==> src/rtl/stack_seq_pkg.sv <==
// Shared definitions for the stack sequencer: opcode encodings, FSM state
// encoding, error codes and a small opcode classification helper.
package stack_seq_pkg;

  typedef enum logic [2:0] {
    OP_NOP  = 3'b000,
    OP_PUSH = 3'b001,
    OP_POP  = 3'b010,
    OP_ADD  = 3'b011,
    OP_SUB  = 3'b100,
    OP_AND  = 3'b101,
    OP_OR   = 3'b110,
    OP_DUP  = 3'b111
  } op_e;

  typedef enum logic [2:0] {
    ST_IDLE  = 3'd0,
    ST_POP1  = 3'd1,
    ST_POP2  = 3'd2,
    ST_CAP   = 3'd3,
    ST_PUSH  = 3'd4,
    ST_PUSH2 = 3'd5
  } state_e;

  localparam logic [1:0] ERR_NONE      = 2'b00;
  localparam logic [1:0] ERR_UNDERFLOW = 2'b01;
  localparam logic [1:0] ERR_OVERFLOW  = 2'b10;

  // Two-operand ALU instructions: consume two entries, push one back.
  function automatic logic is_binary(op_e op);
    return (op == OP_ADD) || (op == OP_SUB) || (op == OP_AND) || (op == OP_OR);
  endfunction

endpackage

==> src/rtl/stack_seq_alu.sv <==
// Combinational ALU for the stack sequencer.
// Ports: op (opcode), a (element beneath the former top), b (former top),
//        y (result, modulo 2^WIDTH_DATA). Non-ALU opcodes yield 0.
module stack_seq_alu
  import stack_seq_pkg::*;
#(
  parameter int WIDTH_DATA = 16
) (
  input  op_e                   op,
  input  logic [WIDTH_DATA-1:0] a,
  input  logic [WIDTH_DATA-1:0] b,
  output logic [WIDTH_DATA-1:0] y
);

  always_comb begin
    // NOTE: every output of a combinational block gets a default first, so no
    // path through the case leaves it unassigned and no latch is inferred.
    y = '0;
    unique case (op)
      OP_ADD:  y = a + b;
      OP_SUB:  y = a - b;
      OP_AND:  y = a & b;
      OP_OR:   y = a | b;
      default: y = '0;
    endcase
  end

endmodule

==> src/rtl/stack_sequencer.sv <==
// Stack-machine instruction sequencer driving an external registered stack.
// Ports: clk, reset (async active-high, shared with the stack);
//        instr_valid/instr_op/instr_imm/instr_ready - instruction handshake;
//        stk_push/stk_pop/stk_data_in/stk_data_out - stack strobes and data
//        (stk_data_out valid the cycle after stk_pop);
//        result/result_valid - POP value or ALU result with one-cycle qualifier;
//        err/err_code - one-cycle rejection pulse and reason;
//        depth - tracked stack occupancy.
module stack_sequencer
  import stack_seq_pkg::*;
#(
  parameter int WIDTH_DATA  = 16,
  parameter int STACK_DEPTH = 10
) (
  input  logic                             clk,
  input  logic                             reset,
  input  logic                             instr_valid,
  input  logic [2:0]                       instr_op,
  input  logic [WIDTH_DATA-1:0]            instr_imm,
  output logic                             instr_ready,
  output logic                             stk_push,
  output logic                             stk_pop,
  output logic [WIDTH_DATA-1:0]            stk_data_in,
  input  logic [WIDTH_DATA-1:0]            stk_data_out,
  output logic [WIDTH_DATA-1:0]            result,
  output logic                             result_valid,
  output logic                             err,
  output logic [1:0]                       err_code,
  output logic [$clog2(STACK_DEPTH+1)-1:0] depth
);

  localparam int DW = $clog2(STACK_DEPTH + 1);
  localparam logic [DW-1:0] DEPTH_MAX = DW'(STACK_DEPTH);

  state_e                state, state_next;
  op_e                   op_q;
  op_e                   op_in;
  logic [WIDTH_DATA-1:0] data_q;   // immediate, duplicated word or ALU result to push
  logic [WIDTH_DATA-1:0] b_q;      // former top of stack for binary ops
  logic [WIDTH_DATA-1:0] alu_y;
  logic                  live_q;   // holds instr_ready low until the first edge after reset
  logic                  accept;
  logic                  underflow;
  logic                  overflow;

  assign op_in       = op_e'(instr_op);
  assign instr_ready = live_q && (state == ST_IDLE);
  assign accept      = instr_valid && instr_ready;

  assign underflow = accept &&
                     ((((op_in == OP_POP) || (op_in == OP_DUP)) && (depth == '0)) ||
                      (is_binary(op_in) && (depth < DW'(2))));
  assign overflow  = accept && !underflow &&
                     ((op_in == OP_PUSH) || (op_in == OP_DUP)) && (depth == DEPTH_MAX);

  // A is the element that arrives in CAP, B the former top captured in POP2.
  stack_seq_alu #(.WIDTH_DATA(WIDTH_DATA)) u_alu (
    .op (op_q),
    .a  (stk_data_out),
    .b  (b_q),
    .y  (alu_y)
  );

  // NOTE: sequential state uses non-blocking assignments so every register
  // samples pre-edge values, independent of statement order.
  always_ff @(posedge clk or posedge reset) begin
    if (reset) state <= ST_IDLE;
    else       state <= state_next;
  end

  always_comb begin
    state_next  = state;
    stk_push    = 1'b0;
    stk_pop     = 1'b0;
    stk_data_in = '0;
    unique case (state)
      ST_IDLE: begin
        if (accept && !underflow && !overflow) begin
          if (op_in == OP_PUSH)      state_next = ST_PUSH;
          else if (op_in != OP_NOP)  state_next = ST_POP1;
        end
      end
      ST_POP1: begin
        stk_pop    = 1'b1;
        state_next = is_binary(op_q) ? ST_POP2 : ST_CAP;
      end
      ST_POP2: begin
        stk_pop    = 1'b1;
        state_next = ST_CAP;
      end
      ST_CAP: begin
        state_next = (op_q == OP_POP) ? ST_IDLE : ST_PUSH;
      end
      ST_PUSH: begin
        stk_push    = 1'b1;
        stk_data_in = data_q;
        state_next  = (op_q == OP_DUP) ? ST_PUSH2 : ST_IDLE;
      end
      ST_PUSH2: begin
        stk_push    = 1'b1;
        stk_data_in = data_q;
        state_next  = ST_IDLE;
      end
      default: state_next = ST_IDLE;
    endcase
  end

  always_ff @(posedge clk or posedge reset) begin
    // NOTE: every register here is cleared by reset so outputs drop to zero
    // immediately and a partial instruction leaves nothing behind.
    if (reset) begin
      live_q       <= 1'b0;
      op_q         <= OP_NOP;
      data_q       <= '0;
      b_q          <= '0;
      result       <= '0;
      result_valid <= 1'b0;
      err          <= 1'b0;
      err_code     <= ERR_NONE;
      depth        <= '0;
    end else begin
      live_q       <= 1'b1;
      result_valid <= 1'b0;
      err          <= 1'b0;
      err_code     <= ERR_NONE;

      if (stk_push)     depth <= depth + 1'b1;
      else if (stk_pop) depth <= depth - 1'b1;

      if (accept) begin
        op_q   <= op_in;
        data_q <= instr_imm;
        if (underflow) begin
          err      <= 1'b1;
          err_code <= ERR_UNDERFLOW;
        end else if (overflow) begin
          err      <= 1'b1;
          err_code <= ERR_OVERFLOW;
        end
      end

      unique case (state)
        ST_POP2: b_q <= stk_data_out;
        ST_CAP: begin
          if (op_q == OP_POP) begin
            result       <= stk_data_out;
            result_valid <= 1'b1;
          end else if (op_q == OP_DUP) begin
            data_q <= stk_data_out;
          end else begin
            data_q <= alu_y;
          end
        end
        ST_PUSH: begin
          if (is_binary(op_q)) begin
            result       <= data_q;
            result_valid <= 1'b1;
          end
        end
        default: ;
      endcase
    end
  end

endmodule

==> config.mk <==
export PLATFORM = sky130hd
export DESIGN_NAME = stack_sequencer
export DESIGN_NICKNAME = d
export VERILOG_FILES = /design/src/rtl/stack_seq_pkg.sv /design/src/rtl/stack_seq_alu.sv /design/src/rtl/stack_sequencer.sv
export SDC_FILE = /design/constraint.sdc
export NUM_CORES = 1
export LEC_CHECK = 0
export ABC_AREA = 1
export CORE_MARGIN = 2
export CORE_UTILIZATION = 60
export CTS_BUF_LIST = sky130_fd_sc_hd__clkbuf_8
export DETAILED_ROUTE_END_ITERATION = 10
export MAX_ROUTING_LAYER = met4
export PLACE_DENSITY = 0.89
export SLEW_MARGIN = 10
export SYNTH_ARGS = -nofsm -noshare
export SYNTH_HDL_FRONTEND = slang
export SYNTH_SLANG_ARGS = --single-unit
==> constraint.sdc <==
create_clock -name clk -period 4.77 [get_ports clk]
set_input_delay 0.477 -clock clk [delete_from_list [all_inputs] [get_ports clk]]
set_output_delay 0.477 -clock clk [all_outputs]
set_load 0.01 [all_outputs]
==> run_1/util_map.png <==
(4 px per um) The die is cut into 9 by 9 equal tiles; dark blue is low, red is high, 0 to 100% covered.
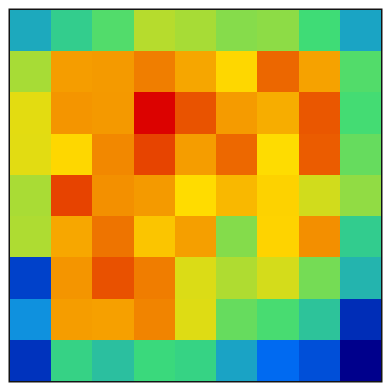
mean over tiles = 66%
emptiest ninth of the die = bottom right
tiles over 75% full = 46%
fullest tile = 100%
nearly empty tiles = 1.2%

==> run_1/m4.png <==
(4 px per um) Supply wires on this layer in gray.
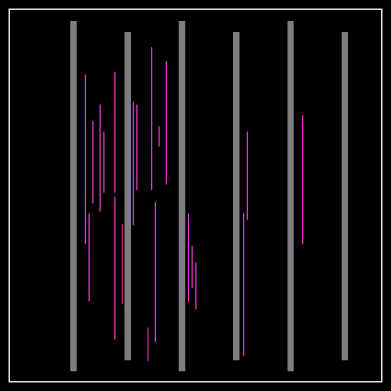
main direction = vertical
longest straight run = 42.2 um

==> CHANGELOG.md, run 1 <==
### Changed

* Clk tree area frac at 0.0399
* FP Rows at 32
* Power Density at approximately 750 nW/um^2
* Reg-to-reg endpoint: data_q[15]$_DFF_PP0_
* Combinational share of power at 0.635
* Top cells, area: dfrtp_1 (33%), nand2_1 (13%), inv_1 (7.3%)
* Critical Setup Path Class: reg2reg
* Psw at ~2.2 mW
* Max Slew Vio Count at 0
* DP Wirelength at 10,100 um
* Critical Path AT at approximately 3.5 ns
* Slack of the critical path at ~1.5 ns
* Layout cells sized above 1 at 0.0775
* Worst VDD drop at roughly 0.00048 V
* Yosys adder share at 0.0614
* Initial antenna violation count at 0
* Metal2 WL at 7010 um
* RSZ-0062 raised after global routing: no
* Switching share of total power at 0.502
* Wl on met1 at 5540 um
* # setup viols final at 0
* GRT met3 Usage at 0.0439
* Comb pwr at roughly 2.7 mW
* First-pass GRT wire length at 22,500 um
* Pre-CTS worst setup slack at between 1.5 and 2 ns
* Invs w/o clock at about 100
* Initial DRC Count at slightly below 500
* TritonRoute pass-1 iters at 5
* Post-synth top area share at 0.333
* Drt via density at 5.79
* Die Span Y at 92.8 um
* Top pwr grp: combinational cells
* Top Usage Layer GRT: met2
* Clock buf count at 10
* Post-placement cell area at ~5500 sq um
* Status: completed
* Count of plain and timing-repair buffers at around 80
* Flip-flop and latch count after synthesis at between 60 and 70
* Clock group power at between 0.5 and 0.6 mW
* Num ports at slightly above 80
* Met2 Use GR at 0.575
* Reg2Reg Depth at 20
* Top layer in use: met4
* Worst hold stages at 2
* Min-Delay Path Class: reg2reg
* Sequential-to-total area share from yosys stat at 0.333
* Total CTS buffers at 9
* Largest net degree at the start of global routing at 64
* Xor+xnor area frac at 0.0296
* Post-layout util at 0.750
* Actual slew at the worst max-slew pin at 0.852 ns
* CP required at approximately 5.0 ns
* # resized after CTS at 0
* Sink of the worst hold path: b_q[13]$_DFFE_PP0P_
* Flip-flop and latch area at 1580 sq um
* Count of tool warnings at 28
* HP Start: b_q[13]$_DFFE_PP0P_
==> run_1/port_trees.png <==
(3 px per um)
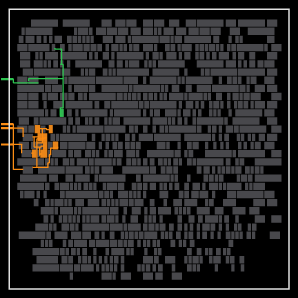
`stk_pop` -> green  # bits 1, direction output, edge left, end cells 1, buffers 1, wire 49.4 um
`instr_op` -> orange  # bits 3, direction input, edge left, end cells 8, buffers 3, wire 84.1 um

==> run_1/congestion_map.png <==
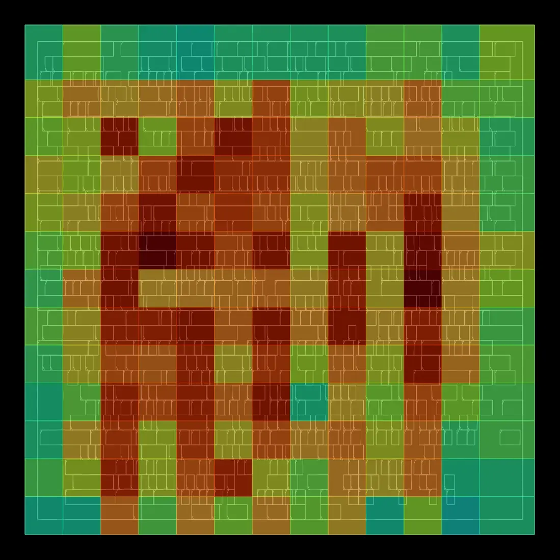

--- run 2 (diff from run 1) ---
--- a/config.mk
+++ b/config.mk
@@ -7,11 +7,11 @@
 export LEC_CHECK = 0
 export ABC_AREA = 1
 export CORE_MARGIN = 2
-export CORE_UTILIZATION = 60
+export CORE_UTILIZATION = 56
 export CTS_BUF_LIST = sky130_fd_sc_hd__clkbuf_8
 export DETAILED_ROUTE_END_ITERATION = 10
 export MAX_ROUTING_LAYER = met4
-export PLACE_DENSITY = 0.89
+export PLACE_DENSITY = 0.84
 export SLEW_MARGIN = 10
 export SYNTH_ARGS = -nofsm -noshare
 export SYNTH_HDL_FRONTEND = slang
==> constraint.sdc (replaced) <==
create_clock -name clk -period 3.2 [get_ports clk]
set_input_delay 0.32 -clock clk [delete_from_list [all_inputs] [get_ports clk]]
set_output_delay 0.32 -clock clk [all_outputs]
set_load 0.01 [all_outputs]
==> run_2/congestion_map.png <==
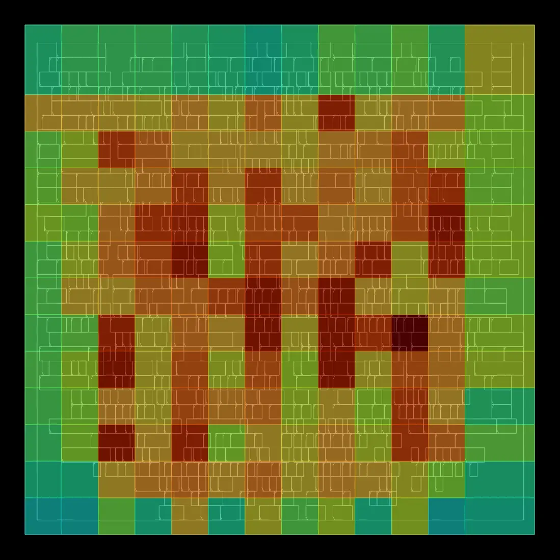
gr usage total: 0.320
met1 Use GR: 0.367
Top Usage Layer GRT: met2

==> run_2/port_trees.png <==
(3 px per um)
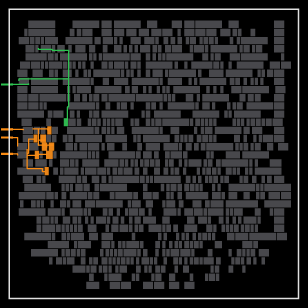
`instr_op` -> orange  # bits 3, direction input, edge left, end cells 8, buffers 3, wire 58.5 um
`stk_pop` -> green  # bits 1, direction output, edge left, end cells 1, buffers 1, wire 58.0 um
Port Buffer Count: 80
num ports: 81

==> CHANGELOG.md, run 2 <==
### Changed

* Actual slew at the worst max-slew pin at 0.761 ns (was 0.852 ns)
* CP required at 3.42 ns (was 5.00 ns)
* Wl on met1 at 5510 um (was 5540 um)
* Reg-to-reg endpoint: data_q[14]$_DFF_PP0_ (was data_q[15]$_DFF_PP0_)
* Top layer in use: met4 (unchanged)
* Total CTS buffers at 9 (unchanged)
* Metal2 WL at 6720 um (was 7010 um)
* Max Slew Vio Count at 0 (unchanged)
* Worst VDD drop at 0.000611 V (was 0.000479 V)
* Count of tool warnings at 28 (unchanged)
* Flip-flop and latch count after synthesis at 63 (unchanged)
* DP Wirelength at 10,200 um (was 10,100 um)
* Power Density at 1090 nW/um^2 (was 749 nW/um^2)
* Post-layout util at 0.713 (was 0.750)
* TritonRoute pass-1 iters at 8 (was 5)
* Top pwr grp: combinational cells (unchanged)
* Critical Path AT at 3.16 ns (was 3.53 ns)
* Status: completed (unchanged)
* Count of plain and timing-repair buffers at 90 (was 82)
* Xor+xnor area frac at 0.0296 (unchanged)
* Initial antenna violation count at 0 (unchanged)
* Slack of the critical path at 0.264 ns (was 1.47 ns)
* Initial DRC Count at 387 (was 497)
* Comb pwr at 4.21 mW (was 2.74 mW)
* Reg2Reg Depth at 19 (was 20)
* FP Rows at 33 (was 32)
* Psw at 3.23 mW (was 2.17 mW)
* Clock buf count at 9 (was 10)
* Invs w/o clock at 99 (unchanged)
* Pre-CTS worst setup slack at 0.149 ns (was 1.60 ns)
* Critical Setup Path Class: reg2reg (unchanged)
* Latency at later pin at 0.35 ns (was 0.36 ns)
* Top cells, area: dfrtp_1 (33%), nand2_1 (13%), inv_1 (7.3%) (unchanged)
* Flip-flop and latch area at 1580 sq um (unchanged)
* Drt via density at 5.77 (was 5.79)
* Switching share of total power at 0.505 (was 0.502)
* Post-synth top area share at 0.333 (unchanged)
* Clk tree area frac at 0.0323 (was 0.0399)
* # resized after CTS at 0 (unchanged)
* Post-placement cell area at 5590 sq um (was 5540 sq um)
* Combinational share of power at 0.658 (was 0.635)
Power and IR drop assume default switching activity.
